File: src/rtl/uart_tx_engine.sv
// uart_tx_engine: FIFO-fed UART serialiser with programmable bit period, optional parity and 1/2 stop bits.
`timescale 1ns/1ps
module uart_tx_engine #(
  parameter int W_DIV = 16
) (
  input  logic             clk,
  input  logic             rst_n,
  input  logic             en,
  input  logic [W_DIV-1:0] div,
  input  logic             parity_en,
  input  logic             parity_odd,
  input  logic             stop2,
  input  logic [7:0]       fifo_rdata,
  input  logic             fifo_empty,
  output logic             fifo_ren,
  output logic             tx,
  output logic             busy
);
  typedef enum logic [2:0] {IDLE, START, DATA, PARITY, STOP} state_t;
  state_t           state;
  logic [W_DIV-1:0] cnt, div_l;
  logic [7:0]       shreg;
  logic [2:0]       bit_idx;
  logic             stop_idx, par_en_l, stop2_l, par_bit, armed;
  logic             last, fetch;
  assign last = cnt == '0;
  // armed keeps fifo_ren low while reset is held and for the first cycle after release
  assign fetch = armed && en && !fifo_empty &&
                 (state == IDLE || (state == STOP && last && (stop_idx || !stop2_l)));
  assign fifo_ren = fetch;
  assign busy = state != IDLE;
  always_ff @(posedge clk or negedge rst_n) begin
    if (!rst_n) begin
      state    <= IDLE;
      tx       <= 1'b1;
      cnt      <= '0;
      div_l    <= '0;
      shreg    <= '0;
      bit_idx  <= '0;
      stop_idx <= 1'b0;
      par_en_l <= 1'b0;
      stop2_l  <= 1'b0;
      par_bit  <= 1'b0;
      armed    <= 1'b0;
    end else begin
      armed <= 1'b1;
      if (fetch) begin
        state    <= START;
        tx       <= 1'b0;
        cnt      <= div;
        div_l    <= div;
        shreg    <= fifo_rdata;
        bit_idx  <= '0;
        stop_idx <= 1'b0;
        par_en_l <= parity_en;
        stop2_l  <= stop2;
        par_bit  <= ^fifo_rdata ^ parity_odd;
      end else begin
        case (state)
          IDLE: tx <= 1'b1;
          START: begin
            cnt <= last ? div_l : cnt - 1'b1;
            if (last) begin
              state <= DATA;
              tx    <= shreg[0];
            end
          end
          DATA: begin
            cnt <= last ? div_l : cnt - 1'b1;
            if (last) begin
              shreg   <= shreg >> 1;
              bit_idx <= bit_idx + 1'b1;
              state   <= bit_idx == 3'd7 ? (par_en_l ? PARITY : STOP) : DATA;
              tx      <= bit_idx == 3'd7 ? (par_en_l ? par_bit : 1'b1) : shreg[1];
            end
          end
          PARITY: begin
            cnt <= last ? div_l : cnt - 1'b1;
            if (last) begin
              state <= STOP;
              tx    <= 1'b1;
            end
          end
          STOP: begin
            cnt <= last ? div_l : cnt - 1'b1;
            if (last) begin
              stop_idx <= 1'b1;
              state    <= (stop2_l && !stop_idx) ? STOP : IDLE;
            end
          end
          default: state <= IDLE;
        endcase
      end
    end
  end
  a_ren_not_empty: assert property (@(posedge clk) disable iff (!rst_n) !(fifo_ren && fifo_empty));
  a_idle_tx_high:  assert property (@(posedge clk) disable iff (!rst_n) state == IDLE |-> tx);
  a_ren_to_start:  assert property (@(posedge clk) disable iff (!rst_n) fifo_ren |=> state == START);
  a_start_has_ren: assert property (@(posedge clk) disable iff (!rst_n)
                                    (state == START && $past(state) != START) |-> $past(fifo_ren));
endmodule
File: config.mk
export PLATFORM = sky130hd
export DESIGN_NAME = uart_tx_engine
export DESIGN_NICKNAME = d
export VERILOG_FILES = /design/src/rtl/uart_tx_engine.sv
export SDC_FILE = /design/constraint.sdc
export NUM_CORES = 1
export LEC_CHECK = 0
export ABC_AREA = 1
export ABC_CLOCK_PERIOD_IN_PS = 2000
export CAP_MARGIN = 10
export CORE_MARGIN = 2
export CORE_UTILIZATION = 50
export CTS_BUF_LIST = sky130_fd_sc_hd__clkbuf_16
export DETAILED_ROUTE_END_ITERATION = 16
export DONT_BUFFER_PORTS = 1
export GPL_TIMING_DRIVEN = 1
export PLACE_DENSITY = 0.7
export SYNTH_ARGS = -nofsm -noshare
export SYNTH_HDL_FRONTEND = slang
export SYNTH_SLANG_ARGS = --single-unit
File: constraint.sdc
create_clock -name clk -period 2 [get_ports clk]
set_input_delay 0.3 -clock clk [delete_from_list [all_inputs] [get_ports clk]]
set_output_delay 0.3 -clock clk [all_outputs]
set_load 0.01 [all_outputs]
congestion_map.png
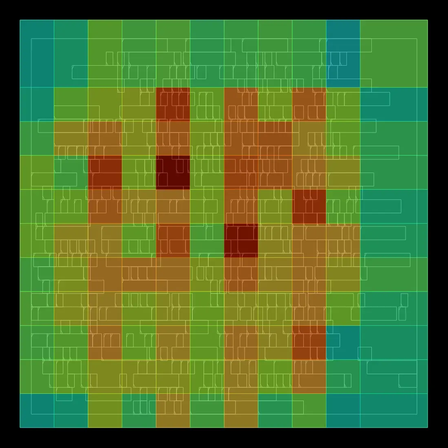
busiest grt layer: met2
GRT Util Overall: 0.222
Routed wire per std cell: 12.9 µm
GR Util met3: 0.0359
global routing usage on met1: 0.332

ff_map.png
Drawn at 6 px/µm.
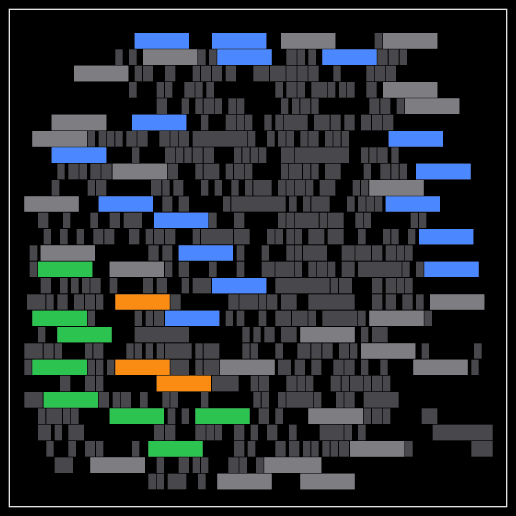
| color | netlist name | placed flops |
|---|---|---|
| blue | `cnt` | 16 |
| green | `shreg` | 8 |
| orange | `bit_idx` | 3 |

layers.png
Drawn at 4 px/µm.
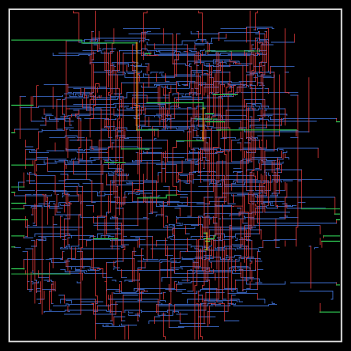
| color | layer | wire length |
|---|---|---|
| green | M3 | 218 µm |
| red | M2 | 3030 µm |
| blue | M1 | 3510 µm |
| orange | M4 | 34.0 µm |
DR vias: 2717
Routed Wire Length: 6.79 mm

clock_wires.png
Drawn at 3 px/µm.
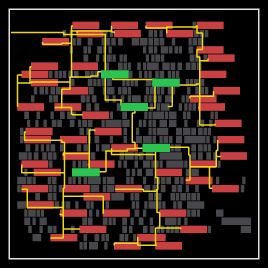
[green] clock-net drivers | count: 5
[red] flip-flops | count: 52
[yellow] clock wires | length: 651 µm
routed clock nets: 6
flops lie: all over the die

## repair_timing
action                                  in CTS  in global routing
setup buffers                                1                  1
endpoints found under the setup margin       1                  3
cloned                                       0                  1
pin swaps                                    2                  2
gates resized                                3                  3
hold endpoints to repair                    52                  0
hold buffers                                 2                  0
## cell type report
| class | count | area [µm²] |
|---|---|---|
| timing repair buffer | 23 | 209 |
| multi-input combinational | 316 | 1520 |
| inverter | 51 | 191 |
| clock buffer | 5 | 125 |
| sequential | 52 | 1300 |
| tap | 75 | 93.8 |
| clock inverter | 3 | 18.8 |
| fill | 575 | 2500 |
## power by group through the flow
stage	Combinational, µW	Clock [µW]	Sequential (µW)
floorplan	28.1	0	1070
global placement	31.7	0	1070
detailed placement	32.7	0	1070
CTS	62.9	870	1050
global route	70.3	911	1050
finish	60.3	855	1050
## state kept, by name, indices dropped and copies added (netlist names)
name,flops
bit_idx,3
par_en_l,1
par_bit,1
stop2_l,1
div_l,16
stop_idx,1
state,3
tx,1
shreg,8
armed,1
cnt,16
## kinds of logic (layout without fill, tap and decap cells)
group / after synthesis / in the layout / synth area share
AND/OR/NAND/NOR: 259 / 259 / 0.366
buffers and inverters: 66 / 82 / 0.0942
flip-flops: 52 / 52 / 0.421
AND-OR/OR-AND: 42 / 42 / 0.0748
XOR/XNOR: 11 / 11 / 0.0311
adder cells (fa/ha/maj): 3 / 3 / 0.0121
other: 1 / 1 / 0.00121
## routing by layer
metal  up-vias  track usage
met4         0       0.0393
met3         6       0.0359
met2        55        0.341
met1      1253        0.332
met5         -            0
li1       1403            -
## stage by stage
stage | utilization | cells | TNS [ns] | power [µW] | hold slack [ns]
after floorplan | - | 434 | 0 | 1100 | 0.00441
after global placement | 0.543 | 512 | 0 | 1100 | 0.00616
after detailed placement | 0.543 | 512 | 0 | 1110 | 0.00667
after CTS | 0.577 | 523 | 0 | 1980 | 0.118
after global routing | 0.581 | 525 | -0.0343 | 2030 | 0.121
final | 0.581 | 525 | 0 | 1970 | 0.120
## worst max path at each step
| stage | startpoint | to | slack, ns | depth (start not counted) |
|---|---|---|---|---|
| global route | cnt[6] | fifo_ren | -0.03 | 6 |
| floorplan | cnt[0] | fifo_ren | 0.25 | 7 |
| global placement | state[1] | cnt[7] | 0.19 | 8 |
| finish | cnt[0] | fifo_ren | 0.04 | 7 |
| CTS | cnt[0] | fifo_ren | 0.03 | 7 |
| detailed placement | cnt[0] | cnt[9] | 0.12 | 12 |
## placed cells by master (no fill, tap or decap), drive strengths merged, types with 3 or more instances in the layout
| master | synthesis | final |
|---|---|---|
| buf | 14 | 22 |
| nor2 | 33 | 33 |
| dfrtp | 51 | 51 |
| nand3b | 3 | 3 |
| nand4 | 3 | 3 |
| clkbuf | 1 | 5 |
| inv | 51 | 51 |
| nand2 | 149 | 149 |
| a21oi | 4 | 4 |
| xor2 | 4 | 4 |
| xnor2 | 7 | 7 |
| nand3 | 69 | 69 |
| o21ai | 36 | 36 |
| ha | 3 | 3 |
| clkinv | 0 | 3 |
==> flow_metrics.py <==
# Synthesis and PnR figures
metrics = {
    "floorplanning": {
        "num_rows": 28,
        "die_w_um": 82.7,
        "initCoreUtil": 0.520,
        "fp.dieH_um": 82.7,
        "io_pins": 34,
        "dieArea_um2": 6830,
    },
    "synth": {
        "netlist.top_cell.by_area": "dfrtp_1",
        "synthCells": 434,
        "top_cell": "nand2_1",
        "synth-warning-count": 0,
        "ys_cells": 434,
        "synth_nets": 468,
        "synth_area_per_cell_um2": 7.13,
        "ys_async_sr_fraction": 1.00,
        "yosysSeqAreaShare": 0.421,
        "topCellsByArea": "dfrtp_1, nand2_1, nand3_1, inv_1, o21ai_0",
        "ys_seq_elements": 52,
        "synthTopCellsByCount": "nand2_1, nand3_1, dfrtp_1, inv_1, o21ai_0",
        "syn_area_um2": 3090,
        "synth_cell_types": 28,
    },
    "drt": {
        "wl_met1_mm": 3.51,
        "drc": 0,
        "ant_nets": 0,
        "drt_iter0_drc": 149,
        "met2_length_mm": 3.03,
        "first_pass_iters": 4,
        "met3_length_um": 217,
    },
    "cts": {
        "numCtsBuffers": 5,
        "cts_root_buf": "clkbuf_16",
        "clockBufferDepth": 2,
        "cts.sinks": 52,
        "clkTransAtPathRegs_ns": 0.07,
        "htreeDepth": 2,
    },
    "final_timing": {
        "drv_slew": 0,
        "clock_skew_ns": 0.00607,
        "layout_min_cycle_time_ns": 1.96,
        "tightest_slew_ns": 0.526,
        "finalSetupViolCount": 0,
        "rsz0062_at_grt": "true",
        "maxSlewHeadroom": 0.649,
        "max_freq_mhz": 511,
        "finalCritPeriodShare": 0.978,
    },
    "pwr": {
        "share_comb_of_total_power": 0.031,
        "clkPwrFrac": 0.435,
        "powerDensity_nw_per_um2": 569,
        "power_frac_seq": 0.535,
        "p_leak_uw": 0.00181,
        "swShare": 0.219,
        "max-vdd-ir-drop_uv": 389,
    },
    "outcome": {
        "status": "finished clean",
    },
    "job": {
        "max-cap-violations": 0,
        "warnings": 27,
    },
    "setup_path": {
        "critPathKind": "flip-flop to output pin",
        "end_kind": "output pin",
        "cp_max_fo": 6,
        "cp_num_buf_inv": 2,
        "timing.rr.start": "cnt[0]",
        "r2r_slack_ns": 0.17,
        "cp.required_ns": 1.70,
        "critPathSlowestCell": "dfrtp_1",
        "worstPathArrival_ns": 1.66,
        "path_cells": "inv_1 > ha_2 > nand2_2 > nor2_4 > nand4_4 > a21oi_4 > buf_6",
        "slowest_delay_ns": 0.38,
    },
    "placement": {
        "placed_area_um2": 3240,
        "portBuffers": 0,
        "dpl.hpwl_mm": 4.84,
        "post-place-ws_ns": 0.124,
        "gp_congestion": 0.916,
    },
    "grt": {
        "overflow": 0,
        "antenna_found_initial": 0,
        "first_global_vias": 2469,
    },
    "worst_hold_path": {
        "holdPathStages": 2,
        "hp-start": "stop2",
        "hold_class": "input port to flip-flop",
    },
    "final_layout": {
        "n_antenna_cell": 0,
        "fin_area_um2": 3460,
        "drive_above_1_share": 0.104,
    },
}
Power figures rest on the tool's default switching activity, not on a simulated workload.
